File: src/rtl/nibble_serial_adder_ctrl.sv
`default_nettype none
// ============================================================================
// Module   : nibble_serial_adder_ctrl
// Purpose  : Sequences a wide addition through an external combinational
//            4-bit adder, one nibble per cycle, LS nibble first. The carry is
//            chained through a register, and the assembled sum is offered on
//            a valid/ready result port.
// Ports    : clk, rst             - clock, asynchronous active-high reset
//            start_valid/ready    - operand handshake (op_a, op_b, op_cin)
//            add_a/b/cin          - drive the external 4-bit adder
//            add_sum/cout         - returned by the external 4-bit adder
//            res_valid/ready      - result handshake (res_sum/cout/ovf)
//            busy                 - high while nibbles are being added
// Revision : 1.0 - initial release
// ============================================================================
module nibble_serial_adder_ctrl #(
  parameter int NIBBLES = 4
) (
  input  logic                   clk,
  input  logic                   rst,
  input  logic                   start_valid,
  output logic                   start_ready,
  input  logic [4*NIBBLES-1:0]   op_a,
  input  logic [4*NIBBLES-1:0]   op_b,
  input  logic                   op_cin,
  output logic [3:0]             add_a,
  output logic [3:0]             add_b,
  output logic                   add_cin,
  input  logic [3:0]             add_sum,
  input  logic                   add_cout,
  output logic                   res_valid,
  input  logic                   res_ready,
  output logic [4*NIBBLES-1:0]   res_sum,
  output logic                   res_cout,
  output logic                   res_ovf,
  output logic                   busy
);

  localparam int W     = 4 * NIBBLES;
  localparam int IDX_W = $clog2(NIBBLES);
  localparam logic [IDX_W-1:0] LAST_IDX = IDX_W'(NIBBLES - 1);

  typedef enum logic [1:0] {
    S_IDLE = 2'd0,
    S_ADD  = 2'd1,
    S_DONE = 2'd2
  } state_t;

  state_t             r_state;
  state_t             w_state_nx;

  logic [W-1:0]       r_a;
  logic [W-1:0]       r_b;
  logic               r_carry;
  logic [IDX_W-1:0]   r_idx;
  logic [W-1:0]       r_sum;
  logic               r_cout;
  logic               r_ovf;

  logic               w_last;
  logic [W-1:0]       w_a_shift;
  logic [W-1:0]       w_b_shift;

  assign w_last    = (r_idx == LAST_IDX);
  // Shift the selected nibble down to bit 0 (shift amount = 4*idx).
  assign w_a_shift = r_a >> {r_idx, 2'b00};
  assign w_b_shift = r_b >> {r_idx, 2'b00};

  // State register
  always_ff @(posedge clk or posedge rst) begin
    if (rst) begin
      r_state <= S_IDLE;
    end else begin
      r_state <= w_state_nx;
    end
  end

  // Next state and outputs
  always_comb begin
    w_state_nx  = r_state;
    start_ready = 1'b0;
    res_valid   = 1'b0;
    busy        = 1'b0;
    add_a       = 4'd0;
    add_b       = 4'd0;
    add_cin     = 1'b0;
    case (r_state)
      S_IDLE: begin
        start_ready = 1'b1;
        if (start_valid) begin
          w_state_nx = S_ADD;
        end
      end
      S_ADD: begin
        busy    = 1'b1;
        add_a   = w_a_shift[3:0];
        add_b   = w_b_shift[3:0];
        add_cin = r_carry;
        if (w_last) begin
          w_state_nx = S_DONE;
        end
      end
      S_DONE: begin
        res_valid = 1'b1;
        if (res_ready) begin
          w_state_nx = S_IDLE;
        end
      end
      default: begin
        w_state_nx = S_IDLE;
      end
    endcase
  end

  // Datapath: operand capture, per-nibble result capture, carry chaining
  always_ff @(posedge clk or posedge rst) begin
    if (rst) begin
      r_a     <= '0;
      r_b     <= '0;
      r_carry <= 1'b0;
      r_idx   <= '0;
      r_sum   <= '0;
      r_cout  <= 1'b0;
      r_ovf   <= 1'b0;
    end else begin
      case (r_state)
        S_IDLE: begin
          if (start_valid) begin
            r_a     <= op_a;
            r_b     <= op_b;
            r_carry <= op_cin;
            r_idx   <= '0;
            r_sum   <= '0;
          end
        end
        S_ADD: begin
          for (int i = 0; i < NIBBLES; i++) begin
            if (r_idx == IDX_W'(i)) begin
              r_sum[4*i +: 4] <= add_sum;
            end
          end
          r_carry <= add_cout;
          if (w_last) begin
            // Overflow: like-signed operands producing a differently signed
            // top nibble.
            r_cout <= add_cout;
            r_ovf  <= (r_a[W-1] == r_b[W-1]) && (add_sum[3] != r_a[W-1]);
          end else begin
            r_idx <= r_idx + IDX_W'(1);
          end
        end
        default: begin
        end
      endcase
    end
  end

  assign res_sum  = r_sum;
  assign res_cout = r_cout;
  assign res_ovf  = r_ovf;

endmodule
`default_nettype wire

File: config.mk
export PLATFORM = sky130hd
export DESIGN_NAME = nibble_serial_adder_ctrl
export DESIGN_NICKNAME = d
export VERILOG_FILES = /design/src/rtl/nibble_serial_adder_ctrl.sv
export SDC_FILE = /design/constraint.sdc
export NUM_CORES = 1
export LEC_CHECK = 0
export CORE_AREA = 4 4 88 81
export CTS_CLUSTER_SIZE = 24
export DETAILED_ROUTE_END_ITERATION = 12
export DIE_AREA = 0 0 92 85
export PLACE_DENSITY = 0.85
export SLEW_MARGIN = 40
export SYNTH_ARGS = -nofsm -noshare
export SYNTH_HDL_FRONTEND = slang
export SYNTH_SLANG_ARGS = --single-unit
export TNS_END_PERCENT = 30
File: constraint.sdc
create_clock -name clk -period 1.5 [get_ports clk]
set_clock_uncertainty 0.15 [all_clocks]
set_input_delay 0.15 -clock clk [delete_from_list [all_inputs] [get_ports clk]]
set_output_delay 0.15 -clock clk [all_outputs]
set_load 0.01 [all_outputs]
Clock wires, drivers and flops:
Bar = 20 microns.
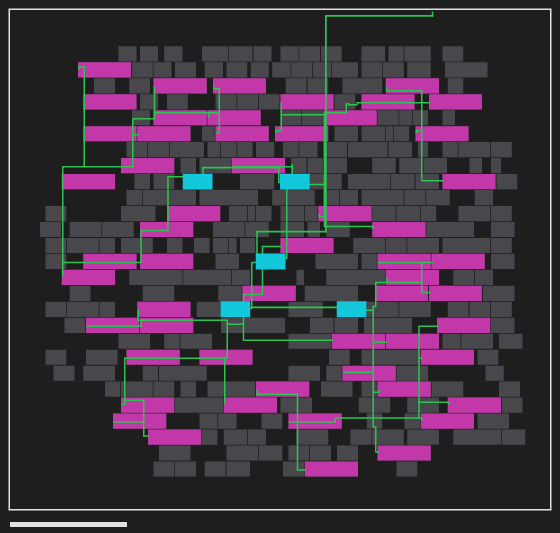
Key: cyan = clock drivers [count 5]; green = clock wires [length 638 microns]; magenta = flip-flops [count 55]
There are 6 routed clock nets. Position of the flops: all over the die.
Clock Power: 0.959 mW
fraction of power consumed by the clock network: 0.102

Signal wires on met2:
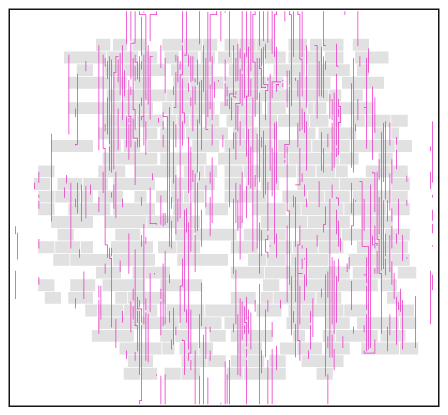
The wires run mostly vertical. The longest straight run is 35.0 microns.

==> results_slide.txt <==
Implementation Results

Run status
  • Outcome: finished, violations left
  • Failing checks: setup timing

Yosys
  • Number of warnings issued by yosys: 0
  • XOR Share, Synth: 0
  • Cell with the most instances after synthesis: dfrtp_1
  • Post-synth top cells: 55 x dfrtp_1, 30 x mux2_4, 16 x a32o_1
  • Syn Inst Count: 162
  • Seq share, synth: 0.5268
  • EDFF count, synth: 0
  • Top FF cell, synth: dfrtp_1
  • Cell count listed in synth_stat.txt: 162
  • Synth area leader: dfrtp_1
  • Area share of fa/ha/maj cells after synthesis: 0.01916
  • Ys async rst share: 1.000
  • Mapped Avg Cell Area: 16.13 sq um
  • Post-synthesis cell area: 2613 sq um
  • Main logic family: multiplexers
  • Floorplan Nets: 208
  • Yosys stat area: 2613 sq um
  • Simple-Gate Area Share: 0.04646
  • Mux frac, synth: 0.2629
  • Complex Gates by Area: 0.09770
  • Cell area leaders: dfrtp_1 53%, mux2_4 17%, mux4_2 6.9%
  • Synth top area share: 0.5268
  • #FFs+latches synth: 55

Clock network
  • Clock-pin transition on the worst setup and hold timing paths: 0.09 ns
  • CTS tree: built
  • Clk Latency, worst-skew pair: 0.30 ns
  • CTS Hold Bufs: 0
  • Setup bufs post-CTS: 11
  • CTS buffer count: 5
  • # resized after CTS: 110
  • CTS max path bufs: 2
  • Root Driver: clkbuf_8
  • H-tree levels: 2
  • Clk sinks: 55

Pwr
  • Combinational power share: 0.622
  • Sequential share of power: 0.277
  • Pwr top: combinational cells
  • Worst VDD drop: 0.0007924 V
  • Pwr dens: 2258 nW/um^2
  • Sequential power: 2.61 mW
  • Static Leak: 1.933 nW
  • Sw frac: 0.3212
  • Combinational gate power: 5.87 mW
  • Sw Pwr: 3.031 mW
  • Power Total: 9.435 mW
  • Internal: 6.404 mW

Routing
  • Wire length per cell: 17.84 microns
  • DR vias/cell: 4.992
  • Final ANT Viol Nets: 0
  • Total Wirelength: 6635 microns
  • Met3 WL post-DR: 264 microns
  • 1st-iter DRT viols: 28
  • Met2 WL: 3442 microns
  • Remaining DRCs: 0
  • Top Layer Used: met4
  • Met1 WL: 2819 microns

Final timing
  • Final setup fails: 64
  • Final hold viol count: 0
  • Final period util: 1.311
  • Min Tclk post-route: 1.967 ns
  • Fin worst setup slack: -0.4665 ns
  • Setup TNS: -11.80 ns
  • Final Slew Violations: 0
  • Slew HR: 0.8015
  • Unrepaired setup endpoints after global routing: yes
  • Max Freq: 508.5 MHz
  • Slew @ Worst Pin: 0.2977 ns

Place
  • Pre-CTS WS: -0.4987 ns
  • Routability congestion estimate: 0.7541
  • IO buf count: 71
  • DPL Wire Length: 4401 microns

Cells and area
  • Nets: 331
  • Area grow syn2layout: 59.96%
  • Fill cells: 421
  • Top Layout Cells: 55 x dfrtp_1, 41 x clkdlybuf4s50_1, 34 x mux2_4, 28 x buf_6, 28 x buf_4
  • Layout cells sized above 1: 0.5053

Floorplan
  • Num rows: 27
  • Die area: 7820 sq um
  • Fp_density: 0.4249
  • Die Span Y: 85 microns
  • Core area: 6148 sq um
  • I/O pin total: 72

Setup path
  • Crit path buf inv count: 3
  • Startpoint Class: flip-flop
  • Critical path class: reg -> out
  • Reg2Reg Launch Point: r_state[1]$_DFFE_PP0P_
  • R2r setup slk: -0.22 ns
  • CP max-delay cell: mux4_2
  • CP Capture Point: add_a[3]
  • Crit-path cells: buf_6, buf_4, mux4_2, and2_4, buf_6
  • Critical path fanouts, max: 2
  • Critical path depth: 5
  • WP data required: 1.20 ns
  • Critical Path AT: 1.67 ns
  • Worst setup path startpoint: r_idx[0]$_DFFE_PP0P_
  • Delay-heaviest family, CP: multiplexers
  • Crit. End Element: output pin
  • CP dominant cell by count: buf_6
  • R2R cell count: 6

Global route
  • Initial antenna violation count: 0
  • Number of global-route vias before repair: 2017
  • First-pass GRT wire length: 10430 microns
  • Grt ovf: 0
  • Largest net degree at the start of global routing: 56
  • GRT Total Usage: 0.1686

Flow run
  • Max Cap Viol: 0
  • Tool Warnings: 32

Worst hold path
  • Hold WC Path Type: in -> async
## final cells by class
type	count	area [sq um]	share of cell area
Multi-Input combinational cell	93	1250	0.2991
Clock buffer	5	68.82	0.01647
Sequential cell	55	1376	0.3293
Timing Repair Buffer	125	1313	0.3141
Inverter	5	25.02	0.005988
Tap cell	87	108.9	0.02605
Clock inverter	2	37.54	0.008982
## metal layers
layer | up-vias | track usage
met4 | 0 | 0.05398
met5 | - | 0
li1 | 855 | -
met1 | 940 | 0.2160
met2 | 54 | 0.2898
met3 | 8 | 0.03103
## stage by stage
step	hold slack [ns]	area (sq um)	utilization	std cells
final	0.1195	4179	0.6797	372
after global routing	0.1551	4179	0.6797	372
after CTS	0.1270	4021	0.6541	369
after detailed placement	0.3345	3654	0.5942	348
after global placement	0.3263	3654	0.5942	348
after floorplan	0.07414	2616	-	162
Power is estimated from default activity; no workload was simulated.
